[config.mk]
export PLATFORM = sky130hd
export DESIGN_NAME = seq_chunk_adder_flat
export DESIGN_NICKNAME = d
export VERILOG_FILES = /design/src/rtl/seq_chunk_adder_if.sv /design/src/rtl/seq_chunk_adder.sv /design/src/flat_wrapper.sv
export SDC_FILE = /design/constraint.sdc
export NUM_CORES = 1
export LEC_CHECK = 0
export CAP_MARGIN = 20
export CORE_ASPECT_RATIO = 0.7
export CORE_MARGIN = 5
export CORE_UTILIZATION = 47
export CTS_CLUSTER_DIAMETER = 120
export DETAILED_ROUTE_END_ITERATION = 16
export HOLD_SLACK_MARGIN = 0.12
export PLACE_DENSITY = 0.76
export SLEW_MARGIN = 20
export SYNTH_ARGS = -nofsm -noshare
export SYNTH_HDL_FRONTEND = slang
export SYNTH_SLANG_ARGS = --single-unit
[constraint.sdc]
create_clock -name clk -period 2.9 [get_ports clk]
set_clock_uncertainty 0.1 [all_clocks]
set_input_delay 0.725 -clock clk [delete_from_list [all_inputs] [get_ports clk]]
set_output_delay 0.725 -clock clk [all_outputs]
set_load 0.01 [all_outputs]
[src/rtl/seq_chunk_adder_if.sv]
// Operand/result handshake bundle for seq_chunk_adder.
// The sub member exists only when ADDER_SUB_EN is defined.
interface seq_chunk_adder_if #(
    parameter int WIDTH = 32
);
    logic             in_valid;
    logic             in_ready;
    logic [WIDTH-1:0] a;
    logic [WIDTH-1:0] b;
    logic             cin;
`ifdef ADDER_SUB_EN
    logic             sub;
`endif
    logic             out_valid;
    logic             out_ready;
    logic [WIDTH-1:0] sum;
    logic             cout;

`ifdef ADDER_SUB_EN
    modport master (output in_valid, a, b, cin, sub, out_ready,
                    input  in_ready, out_valid, sum, cout);
    modport slave  (input  in_valid, a, b, cin, sub, out_ready,
                    output in_ready, out_valid, sum, cout);
`else
    modport master (output in_valid, a, b, cin, out_ready,
                    input  in_ready, out_valid, sum, cout);
    modport slave  (input  in_valid, a, b, cin, out_ready,
                    output in_ready, out_valid, sum, cout);
`endif
endinterface

[src/rtl/seq_chunk_adder.sv]
// Multi-cycle adder: CHUNK bits per clock, LSB chunk first; WIDTH must be a multiple of CHUNK.
// Optional subtract mode (sub port) is enabled by defining ADDER_SUB_EN.
module seq_chunk_adder #(
    parameter int WIDTH = 32,
    parameter int CHUNK = 8
) (
    input  logic              clk,
    input  logic              rst,
    seq_chunk_adder_if.slave  bus
);
    localparam int NCH = WIDTH / CHUNK;
    localparam int CW  = (NCH > 1) ? $clog2(NCH) : 1;

    typedef enum logic [1:0] {IDLE, RUN, DONE} state_t;

    state_t           r_state;
    state_t           w_stateNext;
    logic [WIDTH-1:0] r_a;
    logic [WIDTH-1:0] r_b;
    logic [WIDTH-1:0] r_partial;
    logic [WIDTH-1:0] r_sum;
    logic             r_carry;
    logic             r_cout;
    logic [CW-1:0]    r_count;

    logic [WIDTH-1:0] w_bOperand;
    logic             w_carryIn;
    logic [CHUNK-1:0] w_aChunk;
    logic [CHUNK-1:0] w_bChunk;
    logic [CHUNK:0]   w_chunkSum;
    logic [WIDTH-1:0] w_partialNext;
    logic             w_lastChunk;

    // Subtraction is folded into the operands at acceptance: a + ~b + 1.
`ifdef ADDER_SUB_EN
    assign w_bOperand = bus.sub ? ~bus.b : bus.b;
    assign w_carryIn  = bus.sub | bus.cin;
`else
    assign w_bOperand = bus.b;
    assign w_carryIn  = bus.cin;
`endif

    assign w_aChunk      = CHUNK'(r_a >> (CHUNK * r_count));
    assign w_bChunk      = CHUNK'(r_b >> (CHUNK * r_count));
    assign w_chunkSum    = {1'b0, w_aChunk} + {1'b0, w_bChunk} + {{CHUNK{1'b0}}, r_carry};
    assign w_partialNext = r_partial | (WIDTH'(w_chunkSum[CHUNK-1:0]) << (CHUNK * r_count));
    assign w_lastChunk   = (r_count == CW'(NCH - 1));

    always_ff @(posedge clk) begin
        if (rst) r_state <= IDLE;
        else     r_state <= w_stateNext;
    end

    always_comb begin
        w_stateNext = r_state;
        case (r_state)
            IDLE:    if (bus.in_valid)  w_stateNext = RUN;
            RUN:     if (w_lastChunk)   w_stateNext = DONE;
            DONE:    if (bus.out_ready) w_stateNext = IDLE;
            default: w_stateNext = IDLE;
        endcase
    end

    always_comb begin
        bus.in_ready  = (r_state == IDLE);
        bus.out_valid = (r_state == DONE);
    end

    assign bus.sum  = r_sum;
    assign bus.cout = r_cout;

    // sum/cout only change on completion or reset, so they hold through DONE and IDLE.
    always_ff @(posedge clk) begin
        if (rst) begin
            r_a       <= '0;
            r_b       <= '0;
            r_partial <= '0;
            r_sum     <= '0;
            r_carry   <= 1'b0;
            r_cout    <= 1'b0;
            r_count   <= '0;
        end else begin
            case (r_state)
                IDLE: begin
                    if (bus.in_valid) begin
                        r_a       <= bus.a;
                        r_b       <= w_bOperand;
                        r_carry   <= w_carryIn;
                        r_partial <= '0;
                        r_count   <= '0;
                    end
                end
                RUN: begin
                    r_carry   <= w_chunkSum[CHUNK];
                    r_partial <= w_partialNext;
                    r_count   <= r_count + 1'b1;
                    if (w_lastChunk) begin
                        r_sum  <= w_partialNext;
                        r_cout <= w_chunkSum[CHUNK];
                    end
                end
                default: ;
            endcase
        end
    end
endmodule

[src/flat_wrapper.sv]
// flat-port wrapper written by rule: the top's interface ports become plain ports
module seq_chunk_adder_flat 
#(
    parameter int WIDTH = 32,
    parameter int CHUNK = 8
)
  (clk, rst, bus_in_valid, bus_a, bus_b, bus_cin, bus_out_ready, bus_in_ready, bus_out_valid, bus_sum, bus_cout);
  seq_chunk_adder_if #(.WIDTH(WIDTH)) bus_i ();
  input  logic clk;
  input  logic rst;
  input wire logic [$bits(bus_i.in_valid)-1:0] bus_in_valid;
  input wire logic [$bits(bus_i.a)-1:0] bus_a;
  input wire logic [$bits(bus_i.b)-1:0] bus_b;
  input wire logic [$bits(bus_i.cin)-1:0] bus_cin;
  input wire logic [$bits(bus_i.out_ready)-1:0] bus_out_ready;
  output wire logic [$bits(bus_i.in_ready)-1:0] bus_in_ready;
  output wire logic [$bits(bus_i.out_valid)-1:0] bus_out_valid;
  output wire logic [$bits(bus_i.sum)-1:0] bus_sum;
  output wire logic [$bits(bus_i.cout)-1:0] bus_cout;
  assign bus_i.in_valid = bus_in_valid;
  assign bus_i.a = bus_a;
  assign bus_i.b = bus_b;
  assign bus_i.cin = bus_cin;
  assign bus_i.out_ready = bus_out_ready;
  assign bus_in_ready = bus_i.in_ready;
  assign bus_out_valid = bus_i.out_valid;
  assign bus_sum = bus_i.sum;
  assign bus_cout = bus_i.cout;
  seq_chunk_adder #(.WIDTH(WIDTH), .CHUNK(CHUNK)) u_core (.clk(clk), .rst(rst), .bus(bus_i));
endmodule
==> Changelog: implementation <==
### Physical design

* Worst setup path class: flip-flop to flip-flop
* Clock Sinks at 134
* Unrepaired setup endpoints after global routing: yes
* Post-Syn Area per Cell at 8.65 um2
* DRC viols at 0
* Area leader share at 48.2%
* Dominant flop cell: dfxtp_1
* Cell area after synthesis at 5570 um2
* Final Total Pwr at 4.83 mW
* Slew @ Worst Pin at 1060 ps
* HPWL after detailed placement at 10100 um
* Tmin final at 2880 ps
* Slowest cell on crit path: mux4_2
* Vias in the first global route at 4916
* Worst reg2reg path depth at 8
* Tool warning count at 29
* Total CTS buffers at 17
* Setup violators final at 0
* CP Launch Point: u_core.r_count[0]
* Dpl ws at 13.2 ps
* Worst Slack Setup Final at 24.1 ps
* CTS tree: built
* Period utilisation layout at 99.2%
* Pin count of the biggest net entering global routing at 102
* Nets at Floorplan at 723
* Worst Hold Launch: u_core.r_a[22]
* Vias per cell at 5.61
* Synthesis-to-layout area growth at 34.1%
* Number of enable flip-flop cells at 0
* Crit-path cells: mux4_2, fa_2, fa_2, a21o_1, a21oi_2, xnor2_2, a21oi_1, a21oi_1
* Total GRT Usage at 21.4%
* Cells after Synth at 644
* Status: completed
* Slew HR at 29.6%
* Grt ovf at 0
* Worst Path Max Fanout at 8
* Hold Slack at 352 ps
* Reg2reg end: u_core.bus.sum[4]
* Final Hold Viols at 0
* Startpoint Class: flip-flop
* Ys flops at 134
* Most frequent cell after synthesis: nand2_1
* Critical path depth in cells at 8
* Hold Path Class: flip-flop to flip-flop
* Setup slack, reg-to-reg at 20 ps
* Leakage power at 2.73 nW
* Die ar. at 14200 um2
* Critical path arrival at 3110 ps
* Synth area leader: dfxtp_1
* Initial DRC count at 435
* Cell Type Count at 37
* Global-route wire length before repair at 24300 um
* Antenna Nets Post-Route at 0
* Root Driver: clkbuf_16
registers in the layout, summed over array words and instances, names as in the netlist:
signal	count
u_core.r_count	2
u_core.bus.cout	1
u_core.bus.sum	32
u_core.r_carry	1
u_core.r_a	32
u_core.r_state	2
u_core.r_b	32
u_core.r_partial	32
cell type report:
| cell class | instances | area, um2 |
|---|---|---|
| fill | 921 | 4170 |
| multi-input combinational | 453 | 2770 |
| sequential | 134 | 2690 |
| timing repair buffer | 119 | 1180 |
| clock buffer | 20 | 447 |
| tap | 157 | 196 |
| clock inverter | 12 | 176 |
| inverter | 4 | 15.0 |
cells in the final DEF (no fill, tap or decap), drive strengths merged:
cell type,count
a2111oi,1
a211oi,2
a21o,3
a21oi,123
a221oi,1
a22oi,25
a31oi,8
a41o,1
and2,6
and2b,1
buf,17
bufinv,4
clkbuf,20
clkdlybuf4s50,102
clkinv,6
clkinvlp,2
dfxtp,134
fa,2
ha,8
inv,4
mux2i,1
mux4,16
nand2,145
nand2b,3
nand3,6
nor2,40
nor2b,4
nor3,3
nor3b,2
o21ai,36
o21bai,2
o311a,1
o32ai,8
or3b,1
xnor2,3
xor2,1
tightest hold or removal path, stage by stage (launching register included):
cell     delay, ps
dfxtp_1        300
nand2_1         50
a21oi_1         50
metal layers:
metal	GRT usage [%]	wire length [um]
met1	28.5	6520
met2	34.2	7210
met3	6.26	1110
met4	6.25	202
met5	0	0
through the flow:
| stage | std cells | cell area [um2] | utilization (%) |
|---|---|---|---|
| 5_1_grt | 899 | 7470 | 64.2 |
| 4_1_cts | 898 | 7380 | 63.4 |
| 2_1_floorplan | 644 | 5600 | - |
| 3_5_place_dp | 866 | 6750 | 58.0 |
| 6_report | 899 | 7470 | 64.2 |
| 3_3_place_gp | 866 | 6750 | 58.0 |
worst min path at each step:
| stage | to | slack (ps) | depth (start not counted) |
|---|---|---|---|
| floorplan | u_core.r_a[16] | 330 | 2 |
| detailed placement | u_core.r_a[22] | 350 | 2 |
| finish | u_core.r_a[22] | 350 | 2 |
| CTS | u_core.r_a[22] | 350 | 2 |
| global route | u_core.r_b[6] | 370 | 2 |
| global placement | u_core.r_b[19] | 340 | 2 |
logic make-up (layout without fill, tap and decap cells):
| kind of cell | Yosys count | in the layout | synth area share, % |
|---|---|---|---|
| AOI/OAI and AO/OA | 211 | 211 | 22.5 |
| xor gates and xnor gates | 4 | 4 | 0.629 |
| DFF | 134 | 134 | 48.2 |
| buffers and inverters | 57 | 155 | 4.13 |
| and+or+nand+nor | 211 | 211 | 15.4 |
| muxes | 17 | 17 | 6.65 |
| adders and majority gates | 10 | 10 | 2.52 |
where the power goes:
| part | total [mW] | leakage [nW] | switching (mW) | internal [mW] |
|---|---|---|---|---|
| Sequential | 1.95 | 1.09 | 0.0387 | 1.91 |
| Clock | 2.26 | 0.300 | 0.800 | 1.46 |
| Combinational | 0.622 | 1.34 | 0.350 | 0.272 |
| Total | 4.83 | 2.73 | 1.19 | 3.64 |
what timing repair did:
item | 4_1_cts | 5_1_grt
cloned | 0 | 0
pin swaps | 0 | 7
endpoints found under the hold margin | 0 | 0
buffers inserted | 0 | 1
endpoints found under the setup margin | 3 | 46
resized | 1 | 16
Figure 1. Selected gate families.
Scale bar: 50 um.
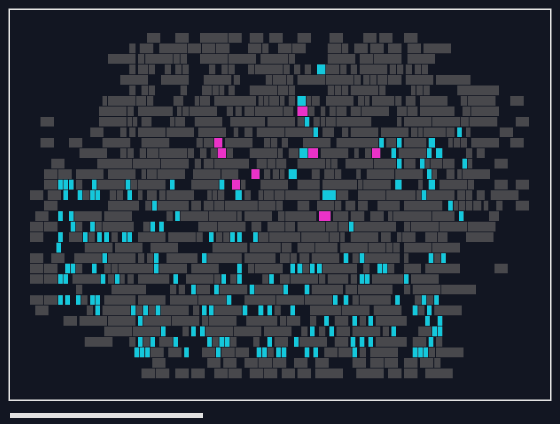
legend:
  cyan:
    family: nand cells
    cells: 154
  magenta:
    family: and/or cells
    cells: 8
multi-input combinational area share: 37.0%
Final Non-Filler Cells: 899
Commonest Layout Cell: nand2_1

Figure 2. Signal wires on met3.
Scale bar: 50 um.
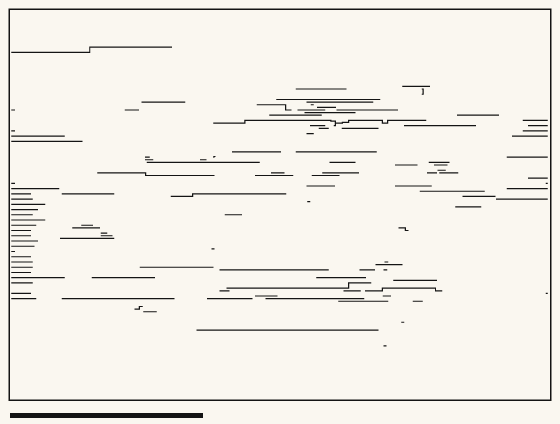
wire length on this layer: 1110 um
main direction: horizontal
GR Layer Usage met3: 6.26%
WL final: 15000 um

Figure 3. Cell area per tile.
The die is cut into 14 by 10 equal tiles; black is low, pale yellow is high, 0 to 100% covered.
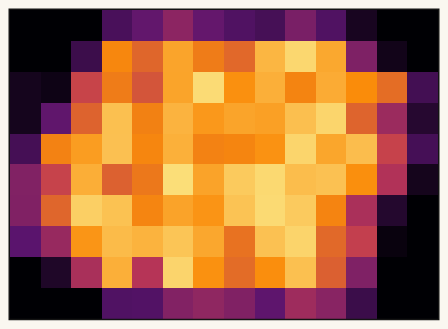
nearly empty tiles: 13%
tiles over 75% full: 36%
densest ninth of the die: middle
emptiest ninth of the die: top left
fullest tile: 93%
mean over tiles: 51%
Core Area: 11600 um2
Pre-Place Util: 47.8%
post-layout util: 64.2%

Figure 4. Placement view.
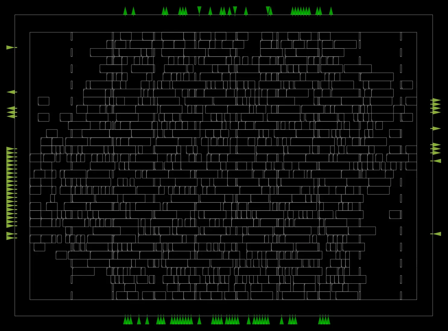
Tap Count: 157
sequential share of cell area: 36.0%

Figure 5. Wires at chosen ports, followed through buffers.
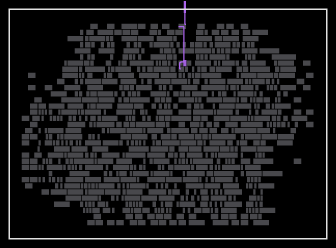
legend:
  purple:
    port: `bus_in_ready`
    bits: 1
    direction: output
    end_cells: 1
    buffers: 1
    wire: 29.9 um
# IOs: 104
Port-buffer cells: 103

No activity file was given, so power comes from the tool's default toggle rates.
